[src/rtl/regfile_wb_arbiter_if.sv]
// Register-file write-port bus between the write-back/auxiliary side and the
// arbiter. The arbiter uses the slave modport; the requesters use master.
// Handshake: an auxiliary entry transfers on the rising edge where
// i_aux_valid && o_aux_ready; o_aux_ready comes from registered state only,
// and the requester holds valid/address/data stable while ready is low.
interface regfile_wb_arbiter_if #(
   parameter int BITS_SIZE  = 32,
   parameter int BITS_REGS  = 5,
   parameter int FIFO_DEPTH = 2
);
   localparam int CNT_W = $clog2(FIFO_DEPTH) + 1;

   logic                 i_wb_reg_write;
   logic [BITS_REGS-1:0] i_wb_register_addr;
   logic [BITS_SIZE-1:0] i_wb_data;
   logic                 i_aux_valid;
   logic                 o_aux_ready;
   logic [BITS_REGS-1:0] i_aux_register_addr;
   logic [BITS_SIZE-1:0] i_aux_data;
   logic                 o_rf_write_en;
   logic [BITS_REGS-1:0] o_rf_addr;
   logic [BITS_SIZE-1:0] o_rf_data;
   logic                 o_stall_request;
   logic [CNT_W-1:0]     o_pending_count;
   logic [1:0]           state_dbg;

   modport slave (
      input  i_wb_reg_write, i_wb_register_addr, i_wb_data,
      input  i_aux_valid, i_aux_register_addr, i_aux_data,
      output o_aux_ready, o_rf_write_en, o_rf_addr, o_rf_data,
      output o_stall_request, o_pending_count, state_dbg
   );

   modport master (
      output i_wb_reg_write, i_wb_register_addr, i_wb_data,
      output i_aux_valid, i_aux_register_addr, i_aux_data,
      input  o_aux_ready, o_rf_write_en, o_rf_addr, o_rf_data,
      input  o_stall_request, o_pending_count, state_dbg
   );
endinterface

[src/rtl/regfile_wb_arbiter.sv]
// Register-file write-port arbiter. Write-back has fixed priority; auxiliary
// results are queued in a small FIFO and drained in cycles without a live
// write-back. Optional starvation relief (stall request / FORCE state) is
// built only when REGFILE_ARB_STARVE_EN is defined.
module regfile_wb_arbiter #(
   parameter int BITS_SIZE    = 32,
   parameter int BITS_REGS    = 5,
   parameter int FIFO_DEPTH   = 2,
   parameter int STARVE_LIMIT = 4
) (
   input logic                 i_clk,
   input logic                 i_rst_n,
   regfile_wb_arbiter_if.slave bus
);
   localparam int PTR_W = $clog2(FIFO_DEPTH);
   localparam int CNT_W = PTR_W + 1;

   typedef enum logic [1:0] {
      IDLE    = 2'd0,
      PENDING = 2'd1,
      FORCE   = 2'd2
   } state_t;

   state_t               state;
   logic [BITS_REGS-1:0] mem_addr [FIFO_DEPTH];
   logic [BITS_SIZE-1:0] mem_data [FIFO_DEPTH];
   logic [PTR_W-1:0]     wr_ptr;
   logic [PTR_W-1:0]     rd_ptr;
   logic [CNT_W-1:0]     count;
   logic [CNT_W-1:0]     count_next;
   logic                 wb_live;
   logic                 empty;
   logic                 full;
   logic                 push;
   logic                 pop;
   logic                 stall_q;

   // A write-back to register 0 is treated as no request at all.
   assign wb_live    = bus.i_wb_reg_write && (bus.i_wb_register_addr != '0);
   assign empty      = (count == '0);
   assign full       = (count == CNT_W'(FIFO_DEPTH));
   assign push       = bus.i_aux_valid && !full;
   assign pop        = !wb_live && !empty;
   assign count_next = count + CNT_W'(push) - CNT_W'(pop);

   assign bus.o_aux_ready     = !full;
   assign bus.o_pending_count = count;
   assign bus.state_dbg       = state;

`ifdef REGFILE_ARB_STARVE_EN
   logic [3:0] starve_cnt;
   logic [3:0] starve_next;

   assign bus.o_stall_request = stall_q;

   // Count cycles a queued head loses to write-back; any pop or an empty FIFO clears it.
   always_comb begin
      starve_next = starve_cnt;
      if (pop || empty)
         starve_next = '0;
      else if (wb_live && (starve_cnt != 4'(STARVE_LIMIT)))
         starve_next = starve_cnt + 4'd1;
   end
`else
   assign bus.o_stall_request = 1'b0;
`endif

   // FIFO storage; contents need no reset because the pointers define validity.
   always_ff @(posedge i_clk) begin
      if (push) begin
         mem_addr[wr_ptr] <= bus.i_aux_register_addr;
         mem_data[wr_ptr] <= bus.i_aux_data;
      end
   end

   // Pointers, occupancy, registered write port and the control FSM.
   always_ff @(posedge i_clk or negedge i_rst_n) begin
      if (!i_rst_n) begin
         state             <= IDLE;
         wr_ptr            <= '0;
         rd_ptr            <= '0;
         count             <= '0;
         bus.o_rf_write_en <= 1'b0;
         bus.o_rf_addr     <= '0;
         bus.o_rf_data     <= '0;
         stall_q           <= 1'b0;
`ifdef REGFILE_ARB_STARVE_EN
         starve_cnt        <= '0;
`endif
      end else begin
         wr_ptr <= wr_ptr + PTR_W'(push);
         rd_ptr <= rd_ptr + PTR_W'(pop);
         count  <= count_next;
`ifdef REGFILE_ARB_STARVE_EN
         starve_cnt <= starve_next;
`endif

         if (wb_live) begin
            bus.o_rf_write_en <= 1'b1;
            bus.o_rf_addr     <= bus.i_wb_register_addr;
            bus.o_rf_data     <= bus.i_wb_data;
         end else if (pop) begin
            bus.o_rf_write_en <= (mem_addr[rd_ptr] != '0);
            bus.o_rf_addr     <= mem_addr[rd_ptr];
            bus.o_rf_data     <= mem_data[rd_ptr];
         end else begin
            bus.o_rf_write_en <= 1'b0;
         end

         case (state)
            IDLE: begin
               stall_q <= 1'b0;
               if (count_next != '0)
                  state <= PENDING;
            end
            PENDING: begin
               if (count_next == '0)
                  state <= IDLE;
`ifdef REGFILE_ARB_STARVE_EN
               else if (starve_next == 4'(STARVE_LIMIT)) begin
                  state   <= FORCE;
                  stall_q <= 1'b1;
               end
`endif
            end
            FORCE: begin
               if (pop) begin
                  stall_q <= 1'b0;
                  state   <= (count_next == '0) ? IDLE : PENDING;
               end
            end
            default: begin
               stall_q <= 1'b0;
               state   <= IDLE;
            end
         endcase
      end
   end

`ifndef SYNTHESIS
   logic wb_hazard;

   // A live write-back must never target a register that still has a queued entry.
   always_comb begin
      wb_hazard = 1'b0;
      for (int i = 0; i < FIFO_DEPTH; i++) begin
         if (wb_live &&
             (CNT_W'(PTR_W'(PTR_W'(i) - rd_ptr)) < count) &&
             (mem_addr[i] == bus.i_wb_register_addr))
            wb_hazard = 1'b1;
      end
   end

   // Flag write-back/auxiliary ordering violations on each edge.
   always @(posedge i_clk) begin
      if (i_rst_n)
         assert (!wb_hazard) else $error("write-back hits queued register %0d", bus.i_wb_register_addr);
   end
`endif
endmodule
[src/flat_wrapper.sv]
// flat-port wrapper written by rule: the top's interface ports become plain ports
module regfile_wb_arbiter_flat 
#(
   parameter int BITS_SIZE    = 32,
   parameter int BITS_REGS    = 5,
   parameter int FIFO_DEPTH   = 2,
   parameter int STARVE_LIMIT = 4
)
  (i_clk, i_rst_n, bus_i_wb_reg_write, bus_i_wb_register_addr, bus_i_wb_data, bus_i_aux_valid, bus_i_aux_register_addr, bus_i_aux_data, bus_o_aux_ready, bus_o_rf_write_en, bus_o_rf_addr, bus_o_rf_data, bus_o_stall_request, bus_o_pending_count, bus_state_dbg);
  regfile_wb_arbiter_if #(.BITS_SIZE(BITS_SIZE), .BITS_REGS(BITS_REGS), .FIFO_DEPTH(FIFO_DEPTH)) bus_i ();
  input logic i_clk;
  input logic i_rst_n;
  input wire logic [$bits(bus_i.i_wb_reg_write)-1:0] bus_i_wb_reg_write;
  input wire logic [$bits(bus_i.i_wb_register_addr)-1:0] bus_i_wb_register_addr;
  input wire logic [$bits(bus_i.i_wb_data)-1:0] bus_i_wb_data;
  input wire logic [$bits(bus_i.i_aux_valid)-1:0] bus_i_aux_valid;
  input wire logic [$bits(bus_i.i_aux_register_addr)-1:0] bus_i_aux_register_addr;
  input wire logic [$bits(bus_i.i_aux_data)-1:0] bus_i_aux_data;
  output wire logic [$bits(bus_i.o_aux_ready)-1:0] bus_o_aux_ready;
  output wire logic [$bits(bus_i.o_rf_write_en)-1:0] bus_o_rf_write_en;
  output wire logic [$bits(bus_i.o_rf_addr)-1:0] bus_o_rf_addr;
  output wire logic [$bits(bus_i.o_rf_data)-1:0] bus_o_rf_data;
  output wire logic [$bits(bus_i.o_stall_request)-1:0] bus_o_stall_request;
  output wire logic [$bits(bus_i.o_pending_count)-1:0] bus_o_pending_count;
  output wire logic [$bits(bus_i.state_dbg)-1:0] bus_state_dbg;
  assign bus_i.i_wb_reg_write = bus_i_wb_reg_write;
  assign bus_i.i_wb_register_addr = bus_i_wb_register_addr;
  assign bus_i.i_wb_data = bus_i_wb_data;
  assign bus_i.i_aux_valid = bus_i_aux_valid;
  assign bus_i.i_aux_register_addr = bus_i_aux_register_addr;
  assign bus_i.i_aux_data = bus_i_aux_data;
  assign bus_o_aux_ready = bus_i.o_aux_ready;
  assign bus_o_rf_write_en = bus_i.o_rf_write_en;
  assign bus_o_rf_addr = bus_i.o_rf_addr;
  assign bus_o_rf_data = bus_i.o_rf_data;
  assign bus_o_stall_request = bus_i.o_stall_request;
  assign bus_o_pending_count = bus_i.o_pending_count;
  assign bus_state_dbg = bus_i.state_dbg;
  regfile_wb_arbiter #(.BITS_SIZE(BITS_SIZE), .BITS_REGS(BITS_REGS), .FIFO_DEPTH(FIFO_DEPTH), .STARVE_LIMIT(STARVE_LIMIT)) u_core (.i_clk(i_clk), .i_rst_n(i_rst_n), .bus(bus_i));
endmodule
[config.mk]
export PLATFORM = sky130hd
export DESIGN_NAME = regfile_wb_arbiter_flat
export DESIGN_NICKNAME = d
export VERILOG_FILES = /design/src/rtl/regfile_wb_arbiter_if.sv /design/src/rtl/regfile_wb_arbiter.sv /design/src/flat_wrapper.sv
export SDC_FILE = /design/constraint.sdc
export NUM_CORES = 1
export LEC_CHECK = 0
export ABC_CLOCK_PERIOD_IN_PS = 3200
export CAP_MARGIN = 20
export CORE_ASPECT_RATIO = 1.1
export CORE_MARGIN = 10
export CORE_UTILIZATION = 51
export CTS_BUF_LIST = sky130_fd_sc_hd__clkbuf_4 sky130_fd_sc_hd__clkbuf_8
export CTS_CLUSTER_SIZE = 30
export DETAILED_ROUTE_END_ITERATION = 8
export PLACE_DENSITY = 0.88
export SLEW_MARGIN = 30
export SYNTH_ARGS = -nofsm -noshare
export SYNTH_HDL_FRONTEND = slang
export SYNTH_SLANG_ARGS = --single-unit
export TNS_END_PERCENT = 100
[constraint.sdc]
create_clock -name i_clk -period 3.2 [get_ports i_clk]
set_input_delay 0.32 -clock i_clk [delete_from_list [all_inputs] [get_ports i_clk]]
set_output_delay 0.32 -clock i_clk [all_outputs]
set_load 0.005 [all_outputs]
gates.png
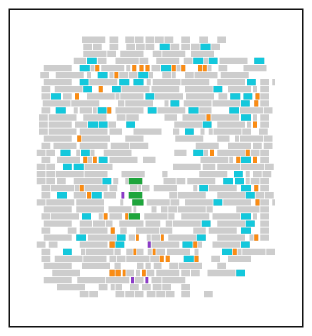
color	family	cells
orange	nor cells	45
green	fa/ha/maj cells	4
cyan	mux cells	66
purple	nand cells	4
Post-Layout Cell Count: 576
Commonest Layout Cell: clkdlybuf4s50_1
Comb/total area: 0.206

sizing.png
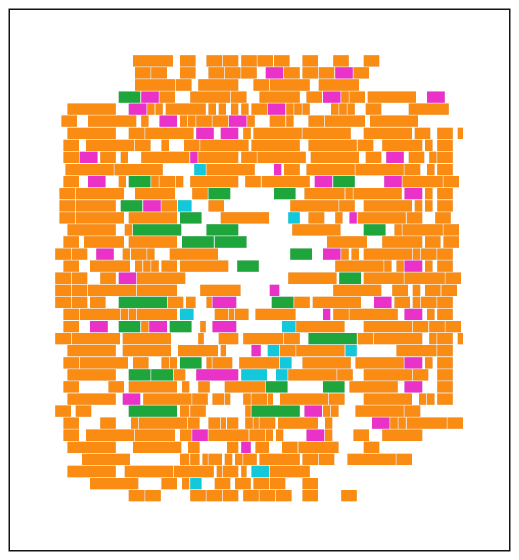
color	size	cells	most used
orange	x1 and smaller	377	clkdlybuf4s50_1
magenta	x2	43	mux2_2
green	x6 and larger	27	clkbuf_8
cyan	x3 and x4	12	buf_4

==> results.py <==
# Synthesis and PnR figures
metrics = {
    "layout": {
        "num-nets-final": 528,
    },
    "yosys": {
        "yosys.area_share.aoi": 0.0591,
        "largest_area_cell": "edfxtp_1",
        "mux_share": 0.146,
        "common_cells": "74 x edfxtp_1, 43 x dfrtp_1, 36 x nor3_1, 34 x a21oi_1, 34 x mux2i_1",
    },
    "min_path": {
        "min_path_type": "input port to asynchronous set/reset pin",
    },
    "timing": {
        "hold_violations": 0,
        "clock.fmax_mhz": 447,
        "setup_tns_ns": 0,
        "fin_crit_sh": 0.699,
    },
    "cts": {
        "cts_resized": 0,
        "cts_root_buffer": "clkbuf_8",
        "path_clk_slew_ns": 0.07,
    },
    "setup_path": {
        "crit_type": "flip-flop to flip-flop",
    },
    "global_routing": {
        "grt_pass1_vias": 3519,
        "antenna_found_initial": 0,
        "grt_max_degree": 44,
    },
    "job": {
        "max_cap_viol_count": 0,
    },
    "status": {
        "status": "completed",
    },
    "die": {
        "initCoreUtil": 0.517,
        "die_w_um": 112,
    },
}
==> metrics by stage <==
step,utilization,setup WS (ns),power (mW),cell area (µm²)
after global routing,0.710,0.779,6.22,6580
after floorplan,-,0.691,3.43,4790
after detailed placement,0.659,0.599,4.38,6100
after CTS,0.710,0.947,5.93,6580
after global placement,0.659,0.680,4.31,6100
final,0.710,0.964,5.88,6580
==> layout by cell type, fill, tap and decap left out, drive strengths merged <==
master and count:
mux2i 34, clkinv 7, a211oi 3, or4 1, nor2b 3, ha 4, o21ai 3, o21a 1
conb 2, edfxtp 74, clkbuf 19, inv 4, or2 3, o31ai 4, buf 9, clkinvlp 1
a21oi 34, a22o 2, nand2 4, and2 1, o2bb2ai 1, nor3 36, mux2 32, dfrtp 43
or3 1, bufinv 5, xnor2 2, dlygate4sd3 1, nor2 6, or4b 1, clkdlybuf4s50 118
==> sequential cells by signal (all words and copies together), names as in the netlist <==
signal	flops
u_core.bus.o_rf_addr	5
u_core.mem_data	64
u_core.wr_ptr	1
u_core.mem_addr	10
u_core.bus.state_dbg	1
u_core.bus.o_rf_data	32
u_core.rd_ptr	1
u_core.bus.o_rf_write_en	1
u_core.bus.o_pending_count	2
==> path summary, 6_finish.rpt <==
check / start / endpoint / slack (ns) / depth (start not counted)
setup / recovery: u_core.bus.o_pending_count[0] / u_core.bus.state_dbg[0] / 0.96 / 9
setup reg to reg: u_core.bus.o_pending_count[0] / u_core.bus.state_dbg[0] / 0.96 / 9
max in group asynchronous: i_rst_n / u_core.rd_ptr / 2.31 / 2
min in group i_clk: bus_i_aux_data[1] / u_core.mem_data[0][1] / 0.49 / 1
hold / removal: i_rst_n / u_core.bus.o_rf_write_en / 0.45 / 2
hold reg to reg: u_core.mem_addr[0][1] / u_core.bus.o_rf_write_en / 0.58 / 2
==> metal layers <==
metal / vias to the layer above / routed length [µm] / part of all wire / global-route usage
li1: 1449 / - / - / -
met4: 0 / 180 / 0.016 / 0.0540
met3: 18 / 739 / 0.066 / 0.0634
met1: 1559 / 4360 / 0.39 / 0.177
met5: - / 0 / 0 / 0
met2: 112 / 5980 / 0.53 / 0.294
==> worst max-delay path, stage by stage, from the launching register on <==
cell	delay [ns]
dfrtp_1	0.38
buf_4	0.20
nor2_1	0.37
nor2_1	0.11
ha_1	0.29
inv_1	0.04
ha_1	0.18
xnor2_1	0.14
xnor2_1	0.13
or2_2	0.28
==> cells by family (layout without fill, tap and decap cells) <==
| group | count (synthesis) | in the layout |
|---|---|---|
| multiplexers | 66 | 66 |
| XOR/XNOR | 2 | 2 |
| adder cells (fa/ha/maj) | 4 | 4 |
| buffers and inverters | 27 | 164 |
| other | 1 | 2 |
| AND/OR/NAND/NOR | 56 | 56 |
| flip-flops | 117 | 117 |
| AND-OR/OR-AND | 48 | 48 |
==> where the power goes <==
part           internal [mW]  total [mW]  switching (mW)  leakage (nW)
registers               2.10        2.37           0.271          1.18
logic                   1.05        1.97           0.918          1.04
clock network          0.967        1.53           0.568         0.235
==> cell type report <==
cell class                      count  area share
Clock inverter                     13      0.0310
Timing Repair Buffer              128       0.197
Inverter                            4     0.00228
Sequential cell                   117       0.502
Multi-Input combinational cell    178       0.206
Clock buffer                       19      0.0398
Tap cell                          117      0.0223
Power figures rest on the tool's default switching activity, not on a simulated workload.
